Cell density map:
The die is cut into 18 by 12 equal tiles; black is low, pale yellow is high, 0 to 100% covered.
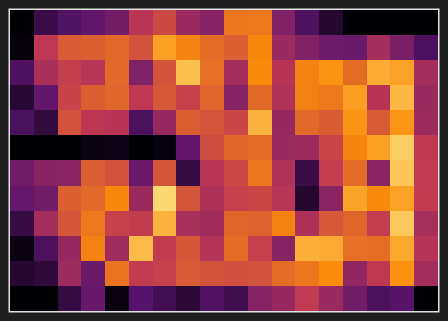
Sequential cells grouped by signal name:
The bar under the picture is 50 microns long. Other sequential cells in the stronger gray, the rest of the logic in the fainter gray.
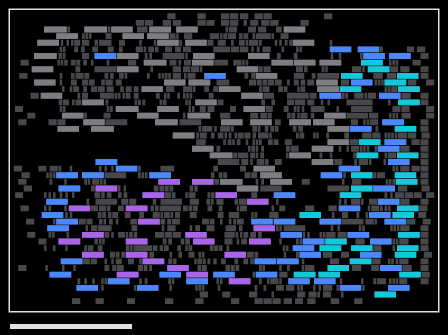
Wiring by layer:
The bar under the picture is 50 microns long. Two of the layers only.
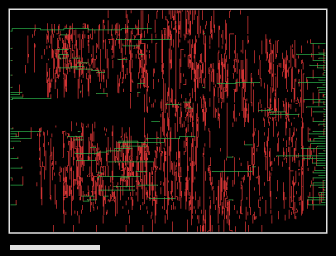
Placement by cell class:
The bar under the picture is 50 microns long. Fill, decap, tap and diode cells in gray.
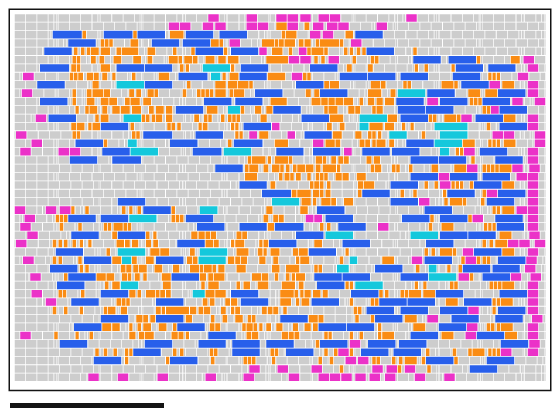
Routing congestion map:
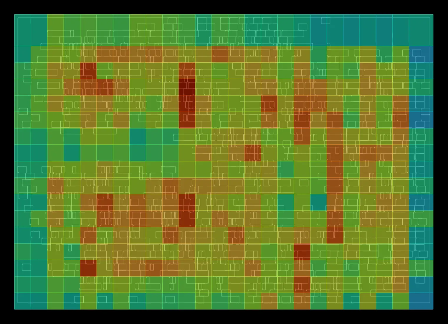
$ cat src/rtl/ks_pkg.sv
// Shared types and constants for the Karplus-Strong pluck sequencer.
// Holds the FSM state enum, LFSR mask, default line depth and the latched request.
package ks_pkg;

    localparam int          KS_LINE_MAX  = 500;
    localparam int          KS_DUR_W     = 24;
    localparam logic [15:0] KS_LFSR_MASK = 16'hB400;

    typedef enum logic [2:0] {
        ST_IDLE,
        ST_FILL_WR,
        ST_PULSE_HI,
        ST_PULSE_LO,
        ST_ARM,
        ST_PLAY
    } ks_state_e;

    typedef struct packed {
        logic [9:0]          sel;
        logic [31:0]         div;
        logic [1:0]          amp;
        logic [KS_DUR_W-1:0] dur;
    } ks_pluck_req_t;

    // One step of the 16-bit right-shifting Galois LFSR.
    function automatic logic [15:0] ks_lfsr_step(input logic [15:0] s);
        return (s >> 1) ^ (s[0] ? KS_LFSR_MASK : 16'h0000);
    endfunction

endpackage

$ cat src/rtl/ks_pluck_ctrl_if.sv
// Pluck request handshake between the note scheduler (master) and the sequencer (slave).
interface ks_pluck_ctrl_if
    import ks_pkg::*;
#(
    parameter int DUR_W = KS_DUR_W
);
    logic             req;
    logic             ready;
    logic [9:0]       sel;
    logic [31:0]      div;
    logic [1:0]       amp;
    logic [DUR_W-1:0] dur;

    modport master (output req, sel, div, amp, dur, input ready);
    modport slave  (input req, sel, div, amp, dur, output ready);
endinterface

$ cat src/rtl/ks_lfsr16.sv
// Noise source: 16-bit Galois LFSR that advances one step per adv cycle.
module ks_lfsr16
    import ks_pkg::*;
#(
    parameter logic [15:0] SEED = 16'hACE1
) (
    input  logic        clk,
    input  logic        reset,
    input  logic        adv,
    output logic [15:0] q
);

    always_ff @(posedge clk or posedge reset) begin
        if (reset)
            q <= SEED;
        else if (adv)
            q <= ks_lfsr_step(q);
    end

endmodule

$ cat src/rtl/ks_pluck_ctrl.sv
// Sequences one Karplus-Strong pluck: noise fill, tap/divider setup, timed playback.
// Optional KS_PLUCK_RETRIGGER_EN: accept a new pluck while playing and restart the fill.
module ks_pluck_ctrl
    import ks_pkg::*;
#(
    parameter int          LINE_MAX   = KS_LINE_MAX,
    parameter int          PULSE_HALF = 4,
    parameter int          DUR_W      = KS_DUR_W,
    parameter logic [15:0] LFSR_SEED  = 16'hACE1
) (
    input  logic              clk,
    input  logic              reset,
    ks_pluck_ctrl_if.slave    pluck,
    input  logic              stop,
    output logic [15:0]       ks_noise,
    output logic              ks_noise_wr,
    output logic              ks_noise_en,
    output logic              ks_noise_pulse,
    output logic [9:0]        ks_sel_nota,
    output logic [31:0]       ks_div_freq_in,
    output logic              busy,
    output logic              done,
    output logic              err
);

    localparam int          PH_W       = $clog2(PULSE_HALF) + 1;
    localparam logic [10:0] LINE_LIMIT = 11'(LINE_MAX);

`ifdef KS_PLUCK_RETRIGGER_EN
    localparam logic READY_IN_PLAY = 1'b1;
`else
    localparam logic READY_IN_PLAY = 1'b0;
`endif

    ks_state_e        state;
    ks_pluck_req_t    req_q;
    logic [9:0]       sample_left;
    logic [PH_W-1:0]  phase;
    logic [DUR_W-1:0] play_cnt;
    logic [15:0]      lfsr_q;

    logic        accept, start, phase_last, refill, lfsr_adv;
    logic [1:0]  fill_amp;
    logic [15:0] noise_next;

    always_comb begin
        accept     = pluck.req && pluck.ready;
        start      = accept && ({1'b0, pluck.sel} < LINE_LIMIT);
        phase_last = (phase == PH_W'(PULSE_HALF - 1));
        refill     = (state == ST_PULSE_LO) && phase_last && (sample_left != 10'd0);
        lfsr_adv   = start || refill;
        fill_amp   = start ? pluck.amp : req_q.amp;
        // The sample written is the freshly stepped LFSR value.
        noise_next = ks_lfsr_step(lfsr_q) >> fill_amp;
    end

    ks_lfsr16 #(.SEED(LFSR_SEED)) u_lfsr (
        .clk   (clk),
        .reset (reset),
        .adv   (lfsr_adv),
        .q     (lfsr_q)
    );

    assign ks_sel_nota = req_q.sel;

    // NOTE: all state and registered outputs use non-blocking assignments so every
    // branch below sees the pre-edge values regardless of statement order.
    always_ff @(posedge clk or posedge reset) begin
        if (reset) begin
            state          <= ST_IDLE;
            req_q          <= '0;
            sample_left    <= '0;
            phase          <= '0;
            play_cnt       <= '0;
            ks_noise       <= '0;
            ks_noise_wr    <= 1'b0;
            ks_noise_en    <= 1'b1;
            ks_noise_pulse <= 1'b0;
            ks_div_freq_in <= '0;
            busy           <= 1'b0;
            done           <= 1'b0;
            err            <= 1'b0;
            pluck.ready    <= 1'b1;
        end else begin
            ks_noise_wr <= 1'b0;
            done        <= 1'b0;
            err         <= accept && !start;

            if (start) begin
                req_q       <= '{sel: pluck.sel, div: pluck.div, amp: pluck.amp,
                                 dur: KS_DUR_W'(pluck.dur)};
                sample_left <= pluck.sel;
                ks_noise    <= noise_next;
                ks_noise_wr <= 1'b1;
                ks_noise_en <= 1'b1;
                busy        <= 1'b1;
                pluck.ready <= 1'b0;
                state       <= ST_FILL_WR;
            end else begin
                case (state)
                    ST_FILL_WR: begin
                        phase          <= '0;
                        ks_noise_pulse <= 1'b1;
                        state          <= ST_PULSE_HI;
                    end
                    ST_PULSE_HI: begin
                        if (phase_last) begin
                            phase          <= '0;
                            ks_noise_pulse <= 1'b0;
                            state          <= ST_PULSE_LO;
                        end else begin
                            phase <= phase + PH_W'(1);
                        end
                    end
                    ST_PULSE_LO: begin
                        if (!phase_last) begin
                            phase <= phase + PH_W'(1);
                        end else if (sample_left == 10'd0) begin
                            ks_div_freq_in <= req_q.div;
                            state          <= ST_ARM;
                        end else begin
                            sample_left <= sample_left - 10'd1;
                            ks_noise    <= noise_next;
                            ks_noise_wr <= 1'b1;
                            state       <= ST_FILL_WR;
                        end
                    end
                    ST_ARM: begin
                        play_cnt    <= DUR_W'(req_q.dur);
                        ks_noise_en <= 1'b0;
                        pluck.ready <= READY_IN_PLAY;
                        state       <= ST_PLAY;
                    end
                    ST_PLAY: begin
                        // A zero duration never counts down, so only stop ends it.
                        if (stop || play_cnt == DUR_W'(1)) begin
                            ks_noise_en <= 1'b1;
                            done        <= 1'b1;
                            busy        <= 1'b0;
                            pluck.ready <= 1'b1;
                            state       <= ST_IDLE;
                        end else if (play_cnt != '0) begin
                            play_cnt <= play_cnt - DUR_W'(1);
                        end
                    end
                    default: ;
                endcase
            end
        end
    end

endmodule

$ cat src/flat_wrapper.sv
// flat-port wrapper written by rule: the top's interface ports become plain ports
module ks_pluck_ctrl_flat import ks_pkg::*;
#(
    parameter int          LINE_MAX   = KS_LINE_MAX,
    parameter int          PULSE_HALF = 4,
    parameter int          DUR_W      = KS_DUR_W,
    parameter logic [15:0] LFSR_SEED  = 16'hACE1
)
  (clk, reset, stop, ks_noise, ks_noise_wr, ks_noise_en, ks_noise_pulse, ks_sel_nota, ks_div_freq_in, busy, done, err, pluck_req, pluck_sel, pluck_div, pluck_amp, pluck_dur, pluck_ready);
  ks_pluck_ctrl_if #(.DUR_W(DUR_W)) pluck_i ();
  input  logic clk;
  input  logic reset;
  input  logic stop;
  output logic [15:0] ks_noise;
  output logic ks_noise_wr;
  output logic ks_noise_en;
  output logic ks_noise_pulse;
  output logic [9:0] ks_sel_nota;
  output logic [31:0] ks_div_freq_in;
  output logic busy;
  output logic done;
  output logic err;
  input wire logic [$bits(pluck_i.req)-1:0] pluck_req;
  input wire logic [$bits(pluck_i.sel)-1:0] pluck_sel;
  input wire logic [$bits(pluck_i.div)-1:0] pluck_div;
  input wire logic [$bits(pluck_i.amp)-1:0] pluck_amp;
  input wire logic [$bits(pluck_i.dur)-1:0] pluck_dur;
  output wire logic [$bits(pluck_i.ready)-1:0] pluck_ready;
  assign pluck_i.req = pluck_req;
  assign pluck_i.sel = pluck_sel;
  assign pluck_i.div = pluck_div;
  assign pluck_i.amp = pluck_amp;
  assign pluck_i.dur = pluck_dur;
  assign pluck_ready = pluck_i.ready;
  ks_pluck_ctrl #(.LINE_MAX(LINE_MAX), .PULSE_HALF(PULSE_HALF), .DUR_W(DUR_W), .LFSR_SEED(LFSR_SEED)) u_core (.clk(clk), .reset(reset), .pluck(pluck_i), .stop(stop), .ks_noise(ks_noise), .ks_noise_wr(ks_noise_wr), .ks_noise_en(ks_noise_en), .ks_noise_pulse(ks_noise_pulse), .ks_sel_nota(ks_sel_nota), .ks_div_freq_in(ks_div_freq_in), .busy(busy), .done(done), .err(err));
endmodule
$ cat config.mk
export PLATFORM = sky130hd
export DESIGN_NAME = ks_pluck_ctrl_flat
export DESIGN_NICKNAME = d
export VERILOG_FILES = /design/src/rtl/ks_pkg.sv /design/src/rtl/ks_pluck_ctrl_if.sv /design/src/rtl/ks_lfsr16.sv /design/src/rtl/ks_pluck_ctrl.sv /design/src/flat_wrapper.sv
export SDC_FILE = /design/constraint.sdc
export NUM_CORES = 1
export LEC_CHECK = 0
export CAP_MARGIN = 15
export CORE_ASPECT_RATIO = 0.7
export CORE_UTILIZATION = 40
export DETAILED_ROUTE_END_ITERATION = 12
export PLACE_DENSITY_LB_ADDON = 0.3
export SYNTH_ARGS = -nofsm -noshare
export SYNTH_HDL_FRONTEND = slang
export SYNTH_SLANG_ARGS = --single-unit
$ cat constraint.sdc
create_clock -name clk -period 8.1 [get_ports clk]
set_input_delay 2.025 -clock clk [delete_from_list [all_inputs] [get_ports clk]]
set_output_delay 2.025 -clock clk [all_outputs]
set_load 0.01 [all_outputs]
==> run notes <==
In this run the most critical hold path is launched from u_core.req_q[35]. For this run, the detailed router reports a per-instance via density of 5.25. The run gives 0 for the count of library flops with an enable pin.

With the final count of pins violating max slew at 0, the share of final-layout standard cells stronger than drive strength 1 is 0.0842. Per the OpenROAD power report, leakage power amounts to 4.85 nW. For the final-report setup violation count, the log shows 0. The capture point of the critical path was reported as u_core.ks_div_freq_in[11]. With the depth of the most critical reg-to-reg path at 6, the sum of net half-perimeters after detailed placement is 13,400 microns. The tools report the initial antenna violation count as 0. In the power breakdown, the internal column shows 1.37 mW. Looking at the hold checks, the worst path lands on u_core.req_q[35].

The run gives 0.496 for the share of total power in sequential cells. The xor/xnor cell area share of the yosys netlist is 0.0114, and the count of mapped cells out of synthesis is 892. The main area contributors are sky130_fd_sc_hd__dfrtp_1, sky130_fd_sc_hd__nand2_1, sky130_fd_sc_hd__dfstp_2, sky130_fd_sc_hd__mux2_1, sky130_fd_sc_hd__nor2_1. The run finished with clean final reports.

The repair_antennas step left the layout with diodes totalling 0. In this run the cell area of the synthesized design comes to 0.00845 sq mm. The worst-path maximum fanout is 83. Per STA, the worst path is made up of clkdlybuf4s50_1 -> o211a_4 -> a211oi_4 -> buf_4 -> nor2_1 -> nand2_2 -> mux2_2. The post-synthesis simple-gate area fraction is 0.209, and the area fraction in full adders, half adders and majority gates is 0.0148. For the top-level I/O count, the log shows 137. Primary flip-flop cell chosen by synthesis mapping: sky130_fd_sc_hd__dfrtp_1. The clock period minus final worst setup slack was 4.72 ns. The most common cell in the synthesized netlist is sky130_fd_sc_hd__nand2_1. The first-pass GRT wire length was 33,400 microns; the count of buffers from port buffering was 136. Recorded from the global router log, the overflow total was 0. The run gives 0.432 mW for the switching power. Number of search-and-repair iterations in the first detailed-routing pass: 5.

The chip occupies 0.0217 sq mm. The top cell type's share of synthesized area is 0.500. With the number of vias in the routed layout at 6,748, the normalized max-slew margin is 0.237. Summing over the stages, the warning tally comes to 31. The number of warnings printed during yosys synthesis came out at 0. The run gives 0.531 as the part of the Yosys area used for sequential elements. Per the OpenROAD timing report, the critical path contains 7 cells. The final hold violation count was 0. The synthesized flop and latch total is 179. The post-synthesis cell type with the largest combined area was sky130_fd_sc_hd__dfrtp_1.
-- 'cell density map' (at the start) --
tiles over 75% full = 11%
fullest tile = 92%
nearly empty tiles = 6.0%
mean over tiles = 47%
Post-Route Utilization: 0.510
core box area: 0.0207 sq mm
Floorplan Utilization: 0.408

-- 'sequential cells grouped by signal name' (at the start) --
`u_core.req_q` -> blue  # sequential cells 58, where spread over the die
`u_core.play_cnt` -> purple  # sequential cells 24
`u_core.ks_div_freq_in` -> cyan  # sequential cells 32, where a column on the right
not colored = 65
sequential group power: 0.893 mW
area occupied by registers: 0.00449 sq mm
flop share of the area: 0.426

-- 'wiring by layer' (at the start) --
metal 2 -> red  # wire length 8,270 microns
metal 3 -> green  # wire length 1,050 microns
drt total wl: 20,400 microns
global-route total usage across every layer: 0.196
per-cell routed wire length: 15.8 microns

-- 'placement by cell class' (at the start) --
flops -> blue  # cells 179, share of their area 44%
combinational and other logic -> orange  # cells 653, share of their area 36%
clock drivers and dummy loads -> cyan  # cells 32, share of their area 6.0%
other buffers and delay cells -> magenta  # cells 145, share of their area 14%
total non-filler cell area in the finished layout: 0.0106 sq mm
number of cell rows: 44

-- 'routing congestion map' (at the start) --
met3 global-route usage: 0.0382
most crowded layer after global routing: met1
met1 usage: 0.300
met2 track demand over resource: 0.276

==> through the flow <==
step | setup slack [ns] | total power [mW] | hold WS [ns] | std cells
final | 3.38 | 1.80 | 0.473 | 1285
after global routing | 3.22 | 1.86 | 0.488 | 1285
after CTS | 3.34 | 1.82 | 0.473 | 1285
after detailed placement | 2.88 | 0.971 | 0.455 | 1253
after global placement | 2.95 | 0.971 | 0.452 | 1253
after floorplan | 1.23 | 0.926 | 0.438 | 892
==> layer usage <==
| metal | routed length, microns | vias to the layer above | global-route usage |
|---|---|---|---|
| met5 | 0 | - | 0 |
| met4 | 238 | 0 | 0.0625 |
| met3 | 1050 | 18 | 0.0382 |
| met2 | 8270 | 194 | 0.276 |
| met1 | 10800 | 3245 | 0.300 |
| li1 | - | 3291 | - |
==> area by class of cell <==
type	count	area, sq um
clock inverters	15	188
well taps	276	345
inverters	18	72.6
clock buffers	17	425
flip-flops and latches	179	4490
multi-input cells	635	3600
fillers	1916	10100
repair buffers	145	1430
==> state kept, by name, indices dropped and copies added, names as in the netlist <==
| signal | count |
|---|---|
| u_core.busy | 1 |
| u_core.done | 1 |
| u_core.err | 1 |
| u_core.ks_div_freq_in | 32 |
| u_core.ks_noise | 16 |
| u_core.ks_noise_en | 1 |
| u_core.ks_noise_pulse | 1 |
| u_core.ks_noise_wr | 1 |
| u_core.ks_sel_nota | 10 |
| u_core.phase | 3 |
| u_core.play_cnt | 24 |
| u_core.pluck.ready | 1 |
| u_core.req_q | 58 |
| u_core.sample_left | 10 |
| u_core.state | 3 |
| u_core.u_lfsr.q | 16 |
==> power by group through the flow <==
stage | registers [mW] | clock network (mW) | logic [mW]
finish | 0.893 | 0.850 | 0.0590
global route | 0.893 | 0.906 | 0.0655
CTS | 0.893 | 0.869 | 0.0609
detailed placement | 0.911 | 0 | 0.0606
global placement | 0.911 | 0 | 0.0608
floorplan | 0.911 | 0 | 0.0157
==> cells in the final DEF, fill, tap and decap left out, types with 6 or more instances in the layout <==
cell,netlist,routed
sky130_fd_sc_hd__mux2_1,22,22
sky130_fd_sc_hd__a21oi_1,31,31
sky130_fd_sc_hd__o21ai_1,6,6
sky130_fd_sc_hd__clkdlybuf4s50_1,0,136
sky130_fd_sc_hd__nand4_1,14,14
sky130_fd_sc_hd__nand2_1,273,273
sky130_fd_sc_hd__o31ai_1,8,8
sky130_fd_sc_hd__mux2i_1,7,7
sky130_fd_sc_hd__inv_1,14,13
sky130_fd_sc_hd__ha_1,10,10
sky130_fd_sc_hd__o21ai_0,31,31
sky130_fd_sc_hd__nor3_1,17,17
sky130_fd_sc_hd__dfstp_2,10,10
sky130_fd_sc_hd__nor2_1,45,45
sky130_fd_sc_hd__buf_4,14,9
sky130_fd_sc_hd__nand3_1,20,20
sky130_fd_sc_hd__nand2b_1,6,6
sky130_fd_sc_hd__dfrtp_1,169,169
sky130_fd_sc_hd__clkbuf_16,0,17
sky130_fd_sc_hd__mux2_2,11,11
sky130_fd_sc_hd__a31oi_1,11,11
sky130_fd_sc_hd__xor2_1,7,7
sky130_fd_sc_hd__o211ai_1,12,12
Power figures rest on the tool's default switching activity, not on a simulated workload.
